$ cat src/rtl/opt_decryptor.sv
// Byte-stream decryptor: XOR with a per-frame LFSR keystream, then rotate right by one.
// Plaintext leaves on a registered valid/ready port that sustains one byte per cycle.
module opt_decryptor #(
  parameter int unsigned FRAME_LEN = 16
) (
  input  logic       clk,
  input  logic       rst_n,
  input  logic       ena,
  input  logic       key_load,
  input  logic [7:0] key,
  input  logic       in_valid,
  input  logic [7:0] in_data,
  output logic       in_ready,
  output logic       out_valid,
  output logic [7:0] out_data,
  input  logic       out_ready,
  output logic       frame_done,
  output logic [7:0] byte_cnt
);

  typedef enum logic [0:0] {StIdle, StRun} state_e;

  localparam logic [7:0] LastCnt = 8'(FRAME_LEN - 1);

  state_e     state_q, state_d;
  logic [7:0] lfsr_q, lfsr_d;
  logic [7:0] seed_q, seed_d;
  logic [7:0] cnt_q, cnt_d;
  logic       out_valid_q, out_valid_d;
  logic [7:0] out_data_q, out_data_d;
  logic       frame_done_q, frame_done_d;

  logic       in_xfer;
  logic       out_xfer;
  logic [7:0] mixed;
  logic [7:0] key_seed;

  assign in_ready = ena & (state_q == StRun) & ~key_load & (~out_valid_q | out_ready);
  assign in_xfer  = in_valid & in_ready;
  assign out_xfer = out_valid_q & out_ready & ena;
  assign mixed    = in_data ^ lfsr_q;
  // A zero seed would lock the LFSR at zero forever.
  assign key_seed = (key == 8'h00) ? 8'h01 : key;

  always_comb begin
    state_d      = state_q;
    lfsr_d       = lfsr_q;
    seed_d       = seed_q;
    cnt_d        = cnt_q;
    out_valid_d  = out_valid_q;
    out_data_d   = out_data_q;
    frame_done_d = frame_done_q;
    if (ena) begin
      frame_done_d = 1'b0;
      if (key_load) begin
        state_d = StRun;
        seed_d  = key_seed;
        lfsr_d  = key_seed;
        cnt_d   = 8'h00;
      end else if (in_xfer) begin
        out_data_d  = {mixed[0], mixed[7:1]};
        out_valid_d = 1'b1;
        if (cnt_q == LastCnt) begin
          cnt_d        = 8'h00;
          lfsr_d       = seed_q;
          frame_done_d = 1'b1;
        end else begin
          cnt_d  = cnt_q + 8'd1;
          lfsr_d = {lfsr_q[6:0], lfsr_q[7] ^ lfsr_q[5] ^ lfsr_q[4] ^ lfsr_q[3]};
        end
      end
      if (out_xfer && !in_xfer) begin
        out_valid_d = 1'b0;
      end
    end
  end

  always_ff @(posedge clk) begin
    if (!rst_n) begin
      state_q      <= StIdle;
      lfsr_q       <= 8'h01;
      seed_q       <= 8'h01;
      cnt_q        <= 8'h00;
      out_valid_q  <= 1'b0;
      out_data_q   <= 8'h00;
      frame_done_q <= 1'b0;
    end else begin
      state_q      <= state_d;
      lfsr_q       <= lfsr_d;
      seed_q       <= seed_d;
      cnt_q        <= cnt_d;
      out_valid_q  <= out_valid_d;
      out_data_q   <= out_data_d;
      frame_done_q <= frame_done_d;
    end
  end

  assign out_valid  = out_valid_q;
  assign out_data   = out_data_q;
  assign frame_done = frame_done_q;
  assign byte_cnt   = cnt_q;

endmodule

$ cat config.mk
export PLATFORM = sky130hd
export DESIGN_NAME = opt_decryptor
export DESIGN_NICKNAME = d
export VERILOG_FILES = /design/src/rtl/opt_decryptor.sv
export SDC_FILE = /design/constraint.sdc
export NUM_CORES = 1
export LEC_CHECK = 0
export CAP_MARGIN = 20
export CORE_MARGIN = 5
export CORE_UTILIZATION = 50
export CTS_CLUSTER_SIZE = 28
export DETAILED_ROUTE_END_ITERATION = 16
export GPL_TIMING_DRIVEN = 0
export PLACE_DENSITY_LB_ADDON = 0.05
export SYNTH_ARGS = -nofsm -noshare
export SYNTH_HDL_FRONTEND = slang
export SYNTH_SLANG_ARGS = --single-unit
$ cat constraint.sdc
create_clock -name clk -period 1.8 [get_ports clk]
set_input_delay 0.36 -clock clk [delete_from_list [all_inputs] [get_ports clk]]
set_output_delay 0.36 -clock clk [all_outputs]
set_load 0.005 [all_outputs]
**Run 1: sizing map**

The bar under the picture is 20 um long.
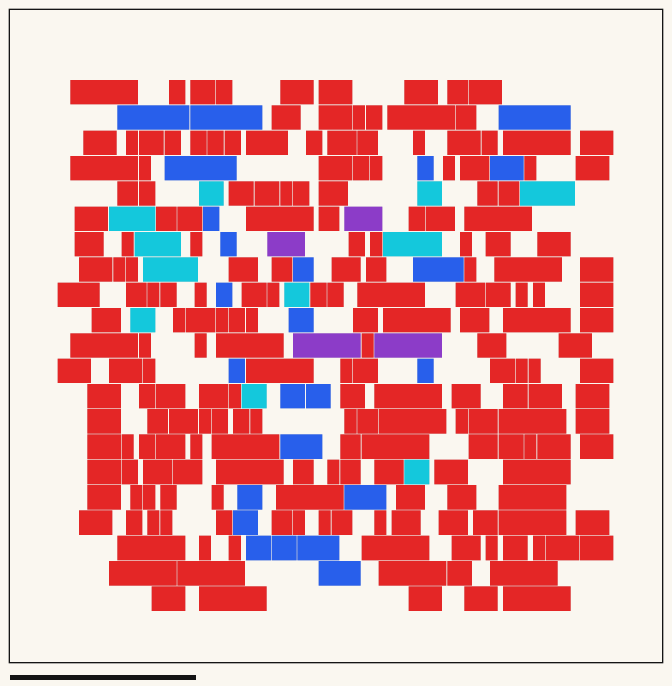
x1 and smaller -> red  # cells 211, share 84%
x3 and x4 -> cyan  # cells 11, share 4.4%
x2 -> blue  # cells 24, share 9.6%
x6 and larger -> purple  # cells 4, share 1.6%
count of non-CTS buffers in the layout: 51
fin area: 2325 um^2
area grow syn2layout: 29.03%
final worst setup slack: 0.08315 ns

**Run 1: power grid**

The bar under the picture is 20 um long. Pins as bars on the die edge. Tap cells in grey.
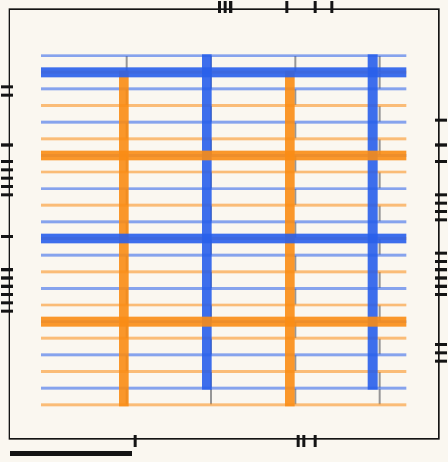
VSS -> orange
VDD -> blue
tap cells = 46
met5 straps = 4

==> impl_metrics.csv, run 1 <==
group,metric,value,unit
power_and_ir_drop,power.leakage,0.8208,nW
worst_hold_path,worstHoldEndpoint,"out_valid",
power_and_ir_drop,clk-power,406,uW
cts,clock_sinks,35,
logic_synthesis,fa_ha_area_share,0.6944,%
logic_synthesis,ys_sh_simple,24.37,%
timing,hold_violations,0,
worst_hold_path,min_delay_path_depth,4,
cts,holdBufCountCts,0,
place,placed_cells,288,
timing,rsz0062_at_grt,"false",
global_route,gr-usage-met1,24.65,%
worst_hold_path,min_from,"out_ready",
detailed_routing,via_count,1685,
timing,max_freq,582.5,MHz
cts,cts_setup_buffers,0,
setup_path,crit_family,"buffers and inverters",
logic_synthesis,synthTopCellsByCount,"35 x dfxtp_1, 28 x nand2_1, 14 x nor2_1, 13 x a21oi_1",
detailed_routing,postRouteAntennaNets,0,
setup_path,r2r_end,"lfsr_q[6]",
power_and_ir_drop,ir_worst_vdd,0.4317,mV
global_route,busiest_layer,"met2",
logic_synthesis,yosys.stat.seqShare,38.89,%
cts,cts_root_buf,"clkbuf_4",
setup_path,rr_worst_depth,7,
logic_synthesis,synth_area_per_cell,8.919,um^2
global_route,grt_use_met3,5.165,%
timing,finalCritPeriodShare,95.38,%
logic_synthesis,syn-num-nets,225,
global_route,grt_max_degree,12,
status,status,"completed",
die,ioPinCount,41,
job,drv_cap,0,
detailed_routing,post_drt_wl_per_cell,15.31,um
setup_path,worstSetupEndpoint,"byte_cnt[6]",
place,placedInstanceArea,2260,um^2
setup_path,crit_path_max_incr_delay,0.55,ns
detailed_routing,highest-signal-layer,"met4",
die,floorplan.core_util,52.75,%
logic_synthesis,topCombFamilyByArea,"AND-OR/OR-AND gates",
global_route,grt_pass1_vias,1643,
power_and_ir_drop,p_int,1.049,mW
logic_synthesis,mux_share,0,%
final_layout,diodes,0,
logic_synthesis,area_leaders,"dfxtp_1 39%, nand2_1 5.8%, xnor2_1 5.3%, a211oi_1 4.6%, o2111ai_1 3.9%",
final_layout,layout.cells.most_common,"clkdlybuf4s50_1",
final_layout,lay_top_cells,"37 x clkdlybuf4s50_1, 31 x dfxtp_1, 28 x nand2_1",
place,hpwlAfterDp,3465,um
timing,period_minus_slack,1.717,ns
die,die_area,4904,um^2
logic_synthesis,aoi_share,24.72,%
setup_path,worstReg2RegStart,"byte_cnt[0]",
logic_synthesis,synth_cell_types,48,
detailed_routing,wl_met3,219,um
logic_synthesis,synthArstFlopShare,0,%
cts,worstSkewPairLatency,0.34,ns
die,die_h,70.03,um
logic_synthesis,ys_cells,202,
power_and_ir_drop,powerComb,210,uW
global_route,overflow,0,
power_and_ir_drop,p_sw_share,26.97,%
timing,worstMarginPinSlew,0.6512,ns
setup_path,crit_path_top_delay_cell,"clkdlybuf4s50_1",
final_layout,nNetsFinal,272,
place,io_buffer_count,40,
place,gp_congestion,0.9454,
power_and_ir_drop,p_total,1.436,mW
die,core-area,3416,um^2
global_route,grt.total_usage,18.81,%
logic_synthesis,ys_sh_xor,5.833,%
logic_synthesis,yosysWarningCount,0,
global_route,grt_pass1_wl,7521,um
cts,h-tree-depth,2,
setup_path,cp_data_arrival_time,1.36,ns
detailed_routing,detail_route.drc_violations,0,
power_and_ir_drop,power_switching,387.3,uW
die,rows,21,
power_and_ir_drop,pg_seq,821,uW
cts,cts.path.max_buffers,2,
setup_path,critPathCaptureType,"output pin",
setup_path,required,1.44,ns
logic_synthesis,yosys.area.top_type,"dfxtp_1",
power_and_ir_drop,pwr-share-clk,28.3,%
final_layout,drive_gt1_share,15.60,%
detailed_routing,met1_length,2224,um
final_layout,stdcell_count,296,
setup_path,crit_fanout,5,
timing,max_slew_margin,56.38,%
job,warning_count,26,
logic_synthesis,top_cell_area_share,38.89,%
logic_synthesis,numSynthFlops,35,
setup_path,path_cells,"clkdlybuf4s50_1",
worst_hold_path,hold_path_class,"input port to flop",
global_route,met2_usage,29.70,%
setup_path,path_buffers,1,
power_and_ir_drop,power_leader,"registers",
detailed_routing,vias_per_cell,5.693,
power_and_ir_drop,powerDensity,617.7,nW/um^2
cts,cts_repair_resize_count,2,
cts,cts_tree,"built",
logic_synthesis,synth_cells,202,
timing,drv_slew,0,
cts,cts_buffers,5,
power_and_ir_drop,pwr-share-comb,14.6,%
power_and_ir_drop,p_seq_share,57.1,%
**Run 1: close-up of the layout**

Window x 40 to 65, y 5 to 30 um. Cells in grey, sequential cells in the stronger grey; small squares are vias.
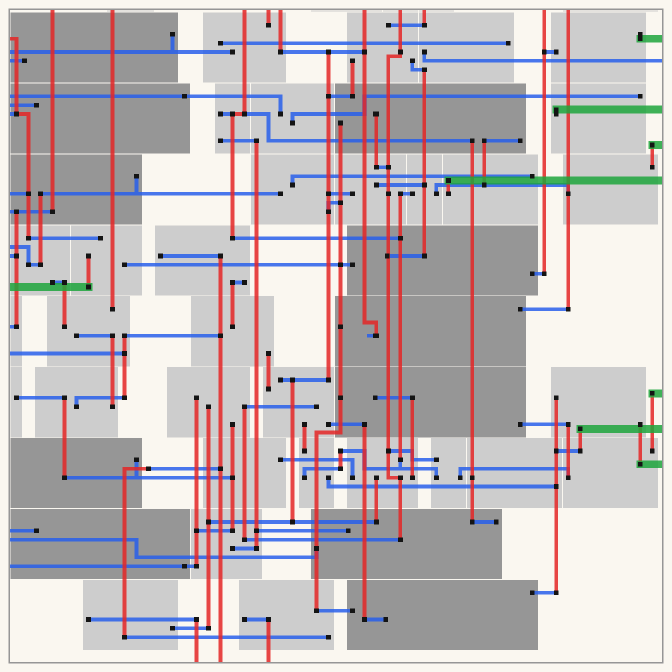
M1 -> blue
M3 -> green
M2 -> red
netlist names of flops here include = out_data (6), lfsr_q (5)
most frequent = clkdlybuf4s50_1 (11), dfxtp_1 (11), xnor2_1 (8)
cells with their middle in the window = 41
sequential cells in the window = 11

## run 1: flip-flops by register name, summed over array words and instances (netlist names)
register    flops
frame_done      1
lfsr_q          8
state_q         1
seed_q          8
out_data        8
byte_cnt        8
out_valid       1
## run 1: metrics by stage
stage	hold slack, ns	TNS (ns)
6_report	0.3986	0
5_1_grt	0.4429	0
4_1_cts	0.4599	0
3_5_place_dp	0.4443	-5.000
3_3_place_gp	0.4396	-3.406
2_1_floorplan	0.4316	0
## run 1: layout make-up
class,count,area (um^2)
Tap cell,46,57.56
Sequential cell,35,705.7
Multi-Input combinational cell,151,1010
Timing Repair Buffer,40,400.4
Inverter,5,18.77
Clock buffer,5,37.54
Clock inverter,3,15.01
Buffer,11,80.08
Fill cell,293,1091
==> run 2, diff against run 1 <==
- ABC_CLOCK_PERIOD_IN_PS: unset -> 1800
- CTS_CLUSTER_DIAMETER: unset -> 50
- SETUP_SLACK_MARGIN: unset -> 0.5
**Run 2: signal wires on met4**

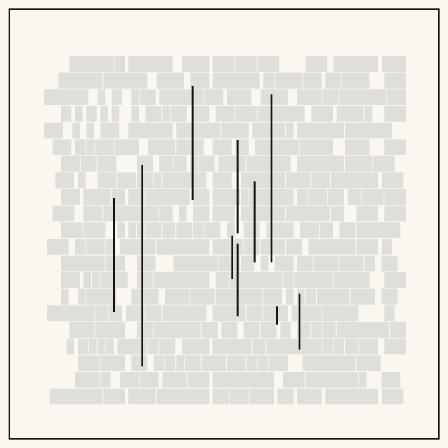
main direction = vertical
longest straight run = 32.6 um
wire length on this layer = 154 um
share of all routed wire = 2.4%
nets with wire on the layer = 9

**Run 2: power grid**

The bar under the picture is 20 um long. Pins as bars on the die edge. Tap cells in grey.
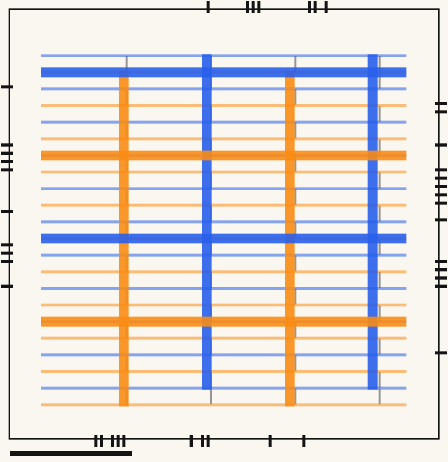
VSS -> orange
VDD -> blue
signal pins = 41
tap cells = 46
met5 straps = 4
core footprint: 3416 um^2
Die H: 70.03 um
Die X: 70.03 um
Max rail drop VDD: 0.3141 mV

==> run 2 against run 1 <==
Final cell count up 10%. Utilization up 18 points. First-iteration DRC count up 79%. Largest power group unchanged. Routed wire length up 42%. Combinational power up 23%. Sequential share of layout area down 4.9 points. Die size unchanged. Flip-flop count unchanged. Clock-buffer cell count up 1. Via count up 20%. Synthesized area unchanged. Worst hold slack better by 0.042 ns.
==> impl_metrics.csv, run 2 <==
group,metric,value,unit
final_layout,drive_gt1_share,48.04,%
cts,cts_buffers,5,
final_layout,fill_cells,199,
power_and_ir_drop,pwr-share-clk,29.4,%
final_layout,seq_area_share,25.46,%
cts,worstSkewPairLatency,0.35,ns
final_layout,area_delta_synth_final,62.29,%
timing,finalCritPeriodShare,88.07,%
timing,finalSetupTns,0,ns
final_layout,nNetsFinal,304,
global_route,grt.total_usage,22.61,%
global_route,grt_pass1_vias,1909,
final_layout,comb_cells,151,
final_layout,logic_area,1227,um^2
global_route,grt_max_degree,11,
final_layout,comb_area_share,41.98,%
die,rows,21,
final_layout,stdcell_count,327,
logic_synthesis,area_leaders,"dfxtp_1 39%, nand2_1 5.8%, xnor2_1 5.3%, a211oi_1 4.6%, o2111ai_1 3.9%",
cts,h-tree-depth,2,
logic_synthesis,syn-num-nets,225,
cts,cts.path.max_buffers,2,
setup_path,required,2.06,ns
power_and_ir_drop,pwr-share-comb,17.0,%
power_and_ir_drop,p_seq_share,53.6,%
detailed_routing,post_drt_wl_per_cell,19.72,um
die,die_area,4904,um^2
logic_synthesis,yosys.stat.seqShare,38.89,%
power_and_ir_drop,p_sw_share,28.25,%
final_layout,largest_cell_class,"combinational gates",
logic_synthesis,yosysWarningCount,0,
logic_synthesis,synthTopCellsByCount,"35 x dfxtp_1, 28 x nand2_1, 14 x nor2_1, 13 x a21oi_1",
setup_path,cp_data_arrival_time,1.84,ns
final_layout,regArea,744.5,um^2
timing,rsz0062_at_grt,"true",
die,ioPinCount,41,
setup_path,critPathCaptureType,"flop",
logic_synthesis,yosys.area.top_type,"dfxtp_1",
detailed_routing,detail_route.drc_violations,0,
worst_hold_path,hold_path_class,"input port to flop",
timing,max_freq,630.8,MHz
timing,hold_violations,0,
place,placed_cells,288,
power_and_ir_drop,p_total,1.523,mW
setup_path,crit_fanout,5,
cts,holdBufCountCts,0,
timing,worstMarginPinSlew,0.4358,ns
logic_synthesis,top_cell_area_share,38.89,%
final_layout,flops,35,
die,floorplan.core_util,52.75,%
power_and_ir_drop,clk-power,448,uW
logic_synthesis,synth_area_per_cell,8.919,um^2
final_layout,num-nonclk-buffers,83,
detailed_routing,vias_per_cell,6.165,
place,io_buffer_count,40,
power_and_ir_drop,pg_seq,816,uW
global_route,overflow,0,
logic_synthesis,fa_ha_area_share,0.6944,%
timing,period_minus_slack,1.585,ns
final_layout,lay_top_cells,"25 x nand2_1, 20 x buf_4, 16 x dfxtp_1",
status,status,"completed",
logic_synthesis,topCombFamilyByArea,"AND-OR/OR-AND gates",
-- run 2: final timing paths --
check | to | depth (start not counted) | startpoint
worst max-delay path | lfsr_q[0] | 7 | byte_cnt[1]
worst min-delay path | seed_q[5] | 3 | key[5]
worst max register to register | lfsr_q[0] | 7 | byte_cnt[1]
worst min register to register | seed_q[7] | 2 | seed_q[7]
-- run 2: metal layers --
| metal | track usage [%] | wire length [um] |
|---|---|---|
| met1 | 27.36 | 2572 |
| met2 | 38.72 | 3248 |
| met3 | 4.878 | 475 |
| met4 | 9.149 | 154 |
| met5 | 0 | 0 |
-- run 2: worst max-delay path: stages, from the launching register on --
cell and delay, ns:
dfxtp_4 0.38, ha_4 0.14, and4b_2 0.25, buf_6 0.15, buf_4 0.13, and2_4 0.15
nor3_2 0.04, o311ai_1 0.25
==> run 3, diff against run 2 <==
==> constraint.sdc (replaced) <==
create_clock -name clk -period 1.8 [get_ports clk]
set_input_delay 0.36 -clock clk [delete_from_list [all_inputs] [get_ports clk]]
set_output_delay 0.36 -clock clk [all_outputs]
set_load 0.1 [all_outputs]
**Run 3: close-up of the layout**

Window x 40 to 65, y 5 to 30 um. Cells in grey, sequential cells in the stronger grey; small squares are vias.
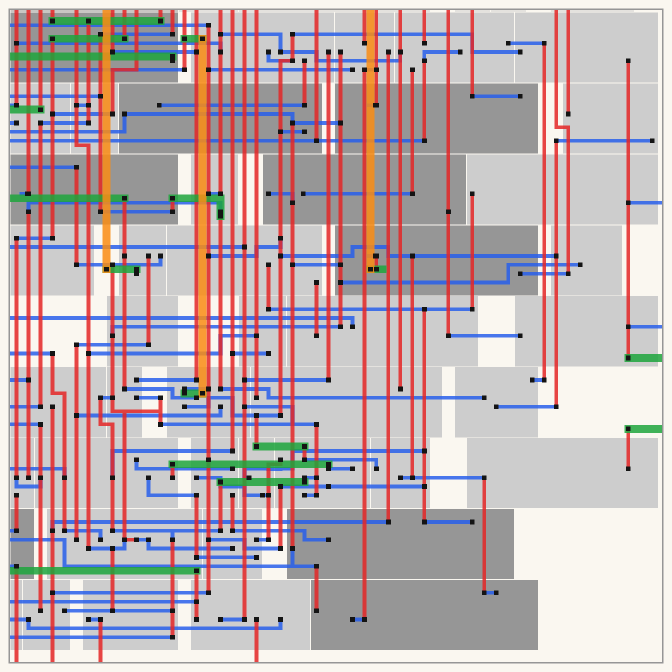
M4 -> orange
M3 -> green
M2 -> red
M1 -> blue
netlist names of flops here include = byte_cnt (4), out_data (3)
sequential cells in the window = 8
cells with their middle in the window = 41
most frequent = buf_12 (5), dfxtp_2 (4)

**Run 3: metal layers overlaid**

Two of the layers only.
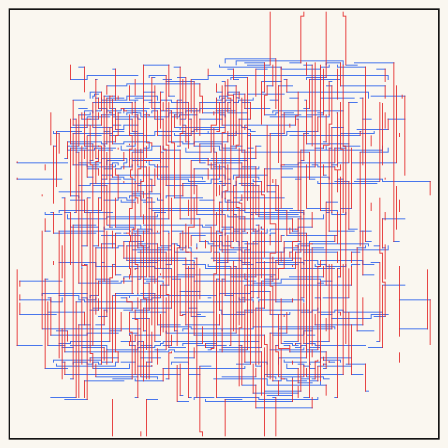
M1 -> blue  # wire length 2590 um
M2 -> red  # wire length 3370 um

==> run 3 against run 2 <==
Clock power fell by 6.0%. Sequential share of layout area fell by 0.48 points. Worst setup slack got worse by 0.012 ns. Critical path depth rose by 1. Fmax fell by 0.78%. Combinational power rose by 17%. Non-clock buffer count fell by 6. Critical path type unchanged. Largest power group unchanged.
==> impl_metrics.csv, run 3 <==
group,metric,value,unit
setup_path,crit_path_max_incr_delay,0.39,ns
power_and_ir_drop,p_total,1.542,mW
power_and_ir_drop,power_switching,473.0,uW
power_and_ir_drop,powerDensity,517.5,nW/um^2
logic_synthesis,top_cell,"dfxtp_1",
setup_path,critPathCaptureType,"flop",
setup_path,crit_type,"flop to flop",
die,die_area,4904,um^2
global_route,grt.total_usage,23.92,%
final_layout,stdcell_count,322,
detailed_routing,route.met2.wl,3369,um
logic_synthesis,numSynthFlops,35,
power_and_ir_drop,pg_seq,819,uW
final_layout,fill_cells,167,
setup_path,cp_data_arrival_time,1.83,ns
logic_synthesis,syn-num-nets,225,
global_route,met2_usage,40.08,%
logic_synthesis,synth_cells,202,
cts,cts_root_buf,"clkbuf_4",
timing,hold_slack,0.4280,ns
global_route,grt_pass1_wl,9252,um
die,taps,46,
power_and_ir_drop,clk-power,421,uW
die,die_h,70.03,um
final_layout,final-clk-cell-share,1.679,%
timing,rsz0062_at_grt,"true",
place,dpl_worst_slack,-0.9460,ns
cts,worstSkewPairLatency,0.35,ns
final_layout,num-nonclk-buffers,77,
die,die_w,70.03,um
power_and_ir_drop,pwr-share-clk,27.3,%
final_layout,lay_top_cells,"26 x nand2_1, 18 x buf_4, 16 x buf_12, 16 x dfxtp_1, 15 x clkdlybuf4s50_1",
die,rows,21,
detailed_routing,finalWirelength,6679,um
timing,finalCritPeriodShare,88.76,%
status,status,"completed",
final_layout,comb_area_share,39.67,%
setup_path,path_buffers,3,
logic_synthesis,yosys.stat.seqShare,38.89,%
logic_synthesis,yosys.area.top_type,"dfxtp_1",
logic_synthesis,synthArstFlopShare,0,%
global_route,gr-usage-met1,28.23,%
power_and_ir_drop,power.leakage,1.098,nW
place,hpwlAfterDp,3581,um
detailed_routing,wl_met3,503,um
setup_path,crit_fanout,6,
setup_path,crit_path_start_kind,"flop",
final_layout,diodes,0,
place,gp_congestion,0.9038,
place,io_buffer_count,40,
power_and_ir_drop,power_leader,"registers",
logic_synthesis,edf_count,0,
detailed_routing,highest-signal-layer,"met4",
place,placedInstanceArea,2377,um^2
final_layout,nNetsFinal,298,
timing,period_minus_slack,1.598,ns
cts,cts_repair_resize_count,170,
final_layout,logic_area,1182,um^2
power_and_ir_drop,p_sw_share,30.67,%
setup_path,crit_family,"buffers and inverters",
cts,holdBufCountCts,0,
cts,cts_setup_buffers,16,
cts,cts_buffers,5,
worst_hold_path,hold_path_class,"input port to flop",
power_and_ir_drop,p_seq_share,53.1,%
timing,fin_skew,0.005948,ns
global_route,busiest_layer,"met2",
logic_synthesis,flop_cell,"dfxtp_1",
power_and_ir_drop,powerComb,302,uW
final_layout,regArea,744.5,um^2
die,core-area,3416,um^2
die,ioPinCount,41,
timing,max_slew_margin,63.65,%
detailed_routing,dr.pass1.iters,5,
global_route,grt_use_met3,7.461,%
final_layout,clockBufferCount,7,
logic_synthesis,synth_area_per_cell,8.919,um^2
final_layout,comb_cells,151,
timing,finalSetupTns,0,ns
detailed_routing,met1_length,2585,um
final_layout,layout.cells.most_common,"nand2_1",
detailed_routing,via_count,1988,
cts,cts.path.max_buffers,2,
final_layout,seq_area_share,24.98,%
setup_path,required,2.03,ns
global_route,grt_max_degree,11,
logic_synthesis,syn_area,1802,um^2
global_route,antenna_found_initial,0,
power_and_ir_drop,ir_worst_vdd,0.4188,mV
detailed_routing,post_drt_wl_per_cell,20.74,um
setup_path,crit_path_top_delay_cell,"dfxtp_4",
detailed_routing,postRouteAntennaNets,0,
final_layout,drive_gt1_share,46.74,%
detailed_routing,vias_per_cell,6.174,
detailed_routing,drt_iter0_markers,210,
logic_synthesis,synthTopCellsByCount,"35 x dfxtp_1, 28 x nand2_1, 14 x nor2_1, 13 x a21oi_1",
final_layout,final-nonclk-buf-share,31.11,%
cts,cts_tree,"built",
final_layout,flops,35,
logic_synthesis,synth_cell_types,48,
timing,drv_slew,0,
timing,worstMarginPinSlew,0.5396,ns
global_route,overflow,0,
die,floorplan.core_util,52.75,%
global_route,grt_pass1_vias,1859,
timing,setup_slack,0.2023,ns
logic_synthesis,top_cell_area_share,38.89,%
final_layout,inverters_excl_clock,5,
cts,h-tree-depth,2,
timing,hold_violations,0,
cts,cts.clk_slew.worst_paths,0.10,ns
timing,max_freq,625.9,MHz
logic_synthesis,area_leaders,"dfxtp_1 39%, nand2_1 5.8%, xnor2_1 5.3%, a211oi_1 4.6%, o2111ai_1 3.9%",
logic_synthesis,yosysChipArea,1802,um^2
final_layout,area_delta_synth_final,65.42,%
power_and_ir_drop,pwr-share-comb,19.6,%
cts,clock_sinks,35,
final_layout,largest_cell_class,"combinational gates",
job,warning_count,29,
setup_path,path_cells,"ha_4 -> and4b_1 -> buf_6 -> nand2_8 -> buf_12 -> buf_4 -> nand3b_1 -> a21oi_1",
power_and_ir_drop,p_int,1.069,mW
final_layout,utilization,87.25,%
detailed_routing,detail_route.drc_violations,0,
place,placed_cells,288,
logic_synthesis,yosysWarningCount,0,
[run 3: netlist changes by cell type in the layout (fill, tap and decap cells not counted), sizes merged]
cell	before	now
buf	43	50
dlygate4sd2	7	4
clkdlybuf4s50	13	15
clkdlybuf4s15	12	1
clkbuf	14	13
bufbuf	0	1
[run 3: worst paths after layout]
check	startpoint	endpoint	slack, ns	cells after the start
setup / recovery	byte_cnt[1]	byte_cnt[0]	0.20	8
hold / removal	key[3]	seed_q[3]	0.43	3
setup reg to reg	byte_cnt[1]	byte_cnt[0]	0.20	8
hold reg to reg	seed_q[4]	seed_q[4]	0.47	2
[run 3: cell families after synthesis]
group / share of synthesized area [%]
adder cells (fa/ha/maj): 0.6943
buffers and inverters: 5.485
AND/OR/NAND/NOR: 24.37
flip-flops: 38.89
XOR/XNOR: 5.833
AND-OR/OR-AND: 24.72

==> screenshots <==
Routing congestion.
image #1
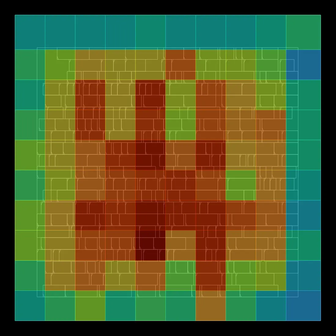
image #2
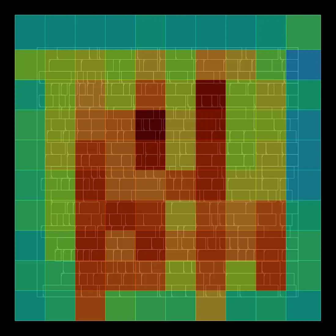
image #3
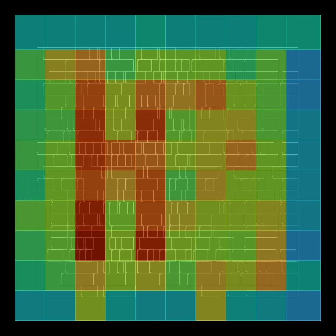
- lowest track usage: image #3
- least wire per cell: image #3
| picture | from |
|---|---|
| image #1 | run 3 |
| image #2 | run 2 |
| image #3 | run 1 |

Power figures rest on the tool's default switching activity, not on a simulated workload.
